==> images/route_heat.png <==
Drawn at 6 px/um. The die is cut into 10 by 17 equal tiles; white is low, dark blue is high, scaled to the fullest tile. Values are wire area over tile area, all layers added.
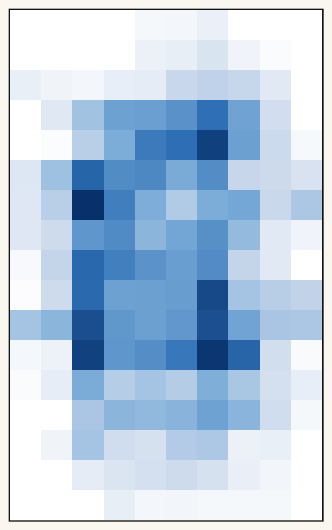
==> images/gates.png <==
Drawn at 6 px/um.
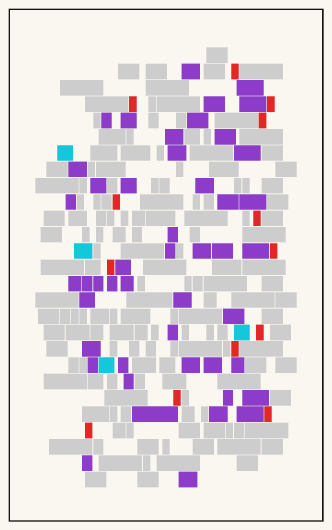
==> images/clock_wires.png <==
Drawn at 8 px/um.
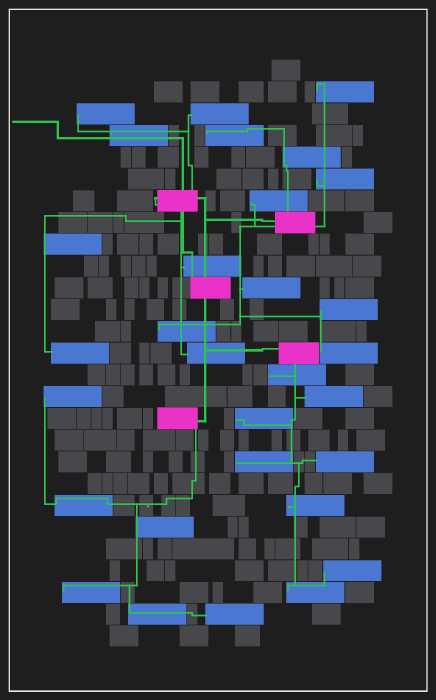
==> images/port_trees.png <==
Drawn at 8 px/um.
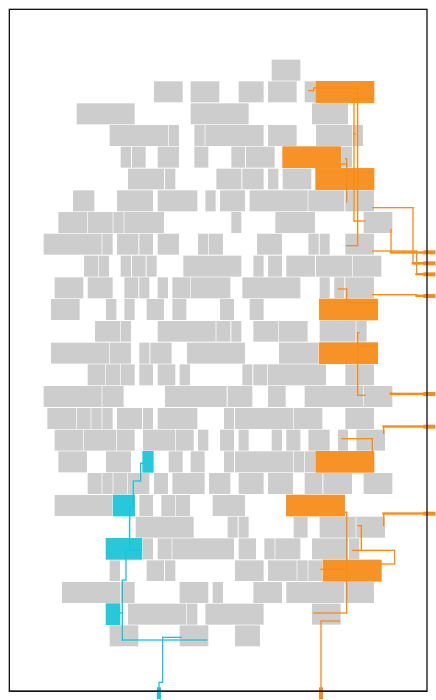
==> images/congestion_map.png <==
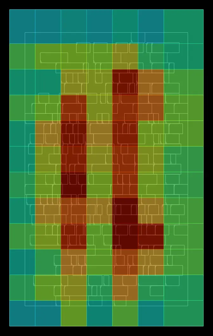
<file path="src/rtl/sm_shift_right_seq.sv">
// Sequential sign-magnitude right shifter that shifts one magnitude bit per clock and uses a start/done handshake.
// Define SM_SHIFT_ROUND_EN to round half away from zero on shifted results; otherwise the result is truncated.
module sm_shift_right_seq #(
    parameter int unsigned N = 8
) (
    input  logic         i_clk,
    input  logic         i_rst,
    input  logic         i_start,
    input  logic [N-1:0] i_a,
    input  logic [N-1:0] i_b,
    output logic         o_busy,
    output logic         o_done,
    output logic [N-1:0] o_out,
    output logic         o_ERR,
    output logic         o_lost
);

    localparam logic [N-2:0] LP_MAX_SHIFT = (N-1)'(N - 1);
    localparam logic [N-2:0] LP_ONE       = (N-1)'(1);

    typedef enum logic [1:0] {
        S_IDLE,
        S_SHIFT,
        S_DONE
    } state_t;

    state_t       r_state;
    logic         r_sign;
    logic [N-2:0] r_mag;
    logic [N-2:0] r_cnt;
    logic         r_lost;

    logic         w_neg;
    logic [N-2:0] w_amt;
    logic [N-2:0] w_mag_shr;
    logic [N-2:0] w_mag_final;
    logic         w_guard;
    logic         w_lost_next;

    assign w_neg       = i_b[N-1];
    assign w_amt       = i_b[N-2:0];
    assign w_mag_shr   = r_mag >> 1;
    assign w_guard     = r_mag[0];
    assign w_lost_next = r_lost | r_mag[0];

    // The guard bit is the bit dropped by the final shift. The rounding step is applied
    // on the same edge as that shift, so no separate guard register is kept.
`ifdef SM_SHIFT_ROUND_EN
    assign w_mag_final = w_mag_shr + {{(N-2){1'b0}}, w_guard};
`else
    assign w_mag_final = w_mag_shr;
`endif

    always_ff @(posedge i_clk) begin
        if (i_rst) begin
            r_state <= S_IDLE;
            r_sign  <= 1'b0;
            r_mag   <= '0;
            r_cnt   <= '0;
            r_lost  <= 1'b0;
            o_busy  <= 1'b0;
            o_done  <= 1'b0;
            o_out   <= '0;
            o_ERR   <= 1'b0;
            o_lost  <= 1'b0;
        end else begin
            o_done <= 1'b0;
            case (r_state)
                S_IDLE: begin
                    if (i_start) begin
                        r_sign <= i_a[N-1];
                        r_mag  <= i_a[N-2:0];
                        r_cnt  <= w_amt;
                        r_lost <= 1'b0;
                        o_busy <= 1'b1;
                        if (w_neg) begin
                            o_out   <= '0;
                            o_ERR   <= 1'b1;
                            o_lost  <= 1'b0;
                            o_done  <= 1'b1;
                            r_state <= S_DONE;
                        end else if (w_amt == '0) begin
                            o_out   <= i_a;
                            o_ERR   <= 1'b0;
                            o_lost  <= 1'b0;
                            o_done  <= 1'b1;
                            r_state <= S_DONE;
                        end else if (w_amt > LP_MAX_SHIFT) begin
                            // Every magnitude bit would be shifted out, so the result is computed directly.
                            r_mag   <= '0;
                            o_out   <= {i_a[N-1], {(N-1){1'b0}}};
                            o_ERR   <= 1'b0;
                            o_lost  <= |i_a[N-2:0];
                            o_done  <= 1'b1;
                            r_state <= S_DONE;
                        end else begin
                            r_state <= S_SHIFT;
                        end
                    end
                end
                S_SHIFT: begin
                    r_mag  <= w_mag_shr;
                    r_lost <= w_lost_next;
                    r_cnt  <= r_cnt - LP_ONE;
                    if (r_cnt == LP_ONE) begin
                        r_mag   <= w_mag_final;
                        o_out   <= {r_sign, w_mag_final};
                        o_ERR   <= 1'b0;
                        o_lost  <= w_lost_next;
                        o_done  <= 1'b1;
                        r_state <= S_DONE;
                    end
                end
                S_DONE: begin
                    o_busy  <= 1'b0;
                    r_state <= S_IDLE;
                end
                default: begin
                    o_busy  <= 1'b0;
                    r_state <= S_IDLE;
                end
            endcase
        end
    end

endmodule

</file>
<file path="config.mk">
export PLATFORM = sky130hd
export DESIGN_NAME = sm_shift_right_seq
export DESIGN_NICKNAME = d
export VERILOG_FILES = /design/src/rtl/sm_shift_right_seq.sv
export SDC_FILE = /design/constraint.sdc
export NUM_CORES = 1
export LEC_CHECK = 0
export CORE_ASPECT_RATIO = 1.75
export CORE_MARGIN = 4
export CORE_UTILIZATION = 45
export CTS_CLUSTER_DIAMETER = 40
export DETAILED_ROUTE_END_ITERATION = 10
export GPL_TIMING_DRIVEN = 0
export PLACE_DENSITY = 0.71
export SLEW_MARGIN = 20
export SYNTH_ARGS = -nofsm -noshare
export SYNTH_HDL_FRONTEND = slang
export SYNTH_SLANG_ARGS = --single-unit
</file>
<file path="constraint.sdc">
create_clock -name i_clk -period 5.6 [get_ports i_clk]
set_clock_uncertainty 0.2 [all_clocks]
set_input_delay 0.56 -clock i_clk [delete_from_list [all_inputs] [get_ports i_clk]]
set_output_delay 0.56 -clock i_clk [all_outputs]
set_load 0.05 [all_outputs]
</file>
==> run summary <==
outcome - complete, no violations
H-tree levels - 2
Vias - 1531
first-pass GRT wire length - 7380 um
GRT Max-Usage Layer - met2
sequential power share - 0.445
Top-area cell share - 0.393
simple share - 0.221
crit path time final - 2.57 ns
Comb group - 0.000114 W
Routed wire per std cell - 17.0 um
met2 WL post-DR - 2350 um
setup TNS - 0 ns
GR Overflow Total - 0
HP Class - flip-flop to flip-flop
first-pass iteration count of the detailed router - 6
stage-log warning count - 27
Worst setup SP type - input pin
yosys cell count - 175
later-pin clock latency in the skew report - 0.28 ns
-- route_heat.png (at the start) --
fullest tile	0.55
mean over tiles	0.16
densest ninth of the die	center
tiles over half the peak	25%
emptiest ninth of the die	north-west

-- gates.png (at the start) --
color	family	cells	most used
cyan	non-inverting ao/oa cells	4	a21o_1
red	inv cells	13	inv_1
purple	aoi and oai cells	47	a21oi_1

-- clock_wires.png (at the start) --
[blue] flip-flops | count: 30
[green] clock wires | length: 429 um
[magenta] clock-net drivers | count: 5
routed clock nets	6
Clock net power: 0.000183 W
Clock power frac: 0.342

-- port_trees.png (at the start) --
color	port	bits	direction	end cells	buffers	wire
cyan	i_start	1	input	4	1	46.8 um
orange	o_out	8	output	8	8	174 um
I/O Pins: 31
Port Buf Inserts: 29

-- congestion_map.png (at the start) --
GRT met1 Usage: 0.222
GRT met2 Usage: 0.376
GR Util met3: 0.0422
fin util: 0.611

sequential cells by signal, indices dropped and copies added (netlist names):
signal and count:
o_out 8, r_cnt 7, r_mag 7, r_state 2
o_ERR 1, o_busy 1, o_done 1, o_lost 1
r_lost 1, r_sign 1
path summary, 6_finish.rpt:
check	startpoint	endpoint	cells after the start
max	i_start	o_out[5]	6
min	r_lost	r_lost	2
min reg2reg	r_lost	r_lost	2
max reg2reg	r_state[1]	o_out[5]	6
per-stage QoR:
stage | utilization | cell area [um2] | instances
2_1_floorplan | - | 1530 | 175
3_3_place_gp | 0.583 | 1870 | 247
3_5_place_dp | 0.583 | 1870 | 247
4_1_cts | 0.611 | 1960 | 255
5_1_grt | 0.611 | 1960 | 255
6_report | 0.611 | 1960 | 255
critical path, delay by kind of cell:
kind | cells | cell delay, ns
AOI/OAI and AO/OA | 3 | 0.64
and+or+nand+nor | 1 | 0.60
buffers and inverters | 2 | 0.70
layout by cell type, fill, tap and decap left out, drive strengths merged, types with 2 or more instances in the layout:
cell type	synthesis	final
nand3	3	3
clkbuf	9	16
a21oi	10	10
buf	5	5
a222oi	6	6
a221oi	7	7
nor2	26	26
nor3b	3	3
ha	2	2
a32oi	2	2
clkdlybuf4s50	0	29
a31oi	3	3
a211oi	11	11
dfxtp	30	30
nor3	14	14
nand2	5	5
nor4	2	2
nor2b	2	2
inv	13	13
o21ai	3	3
or4	2	2
a21o	2	2
cell type report:
| cell class | instances | area, um2 |
|---|---|---|
| fillers | 296 | 1250 |
| multi-input cells | 118 | 800 |
| flip-flops and latches | 30 | 601 |
| repair buffers | 29 | 290 |
| clock buffers | 7 | 86.3 |
| plain buffers | 14 | 77.6 |
| well taps | 43 | 53.8 |
| inverters | 13 | 48.8 |
| clock inverters | 1 | 5.00 |
Power is estimated from default activity; no workload was simulated.
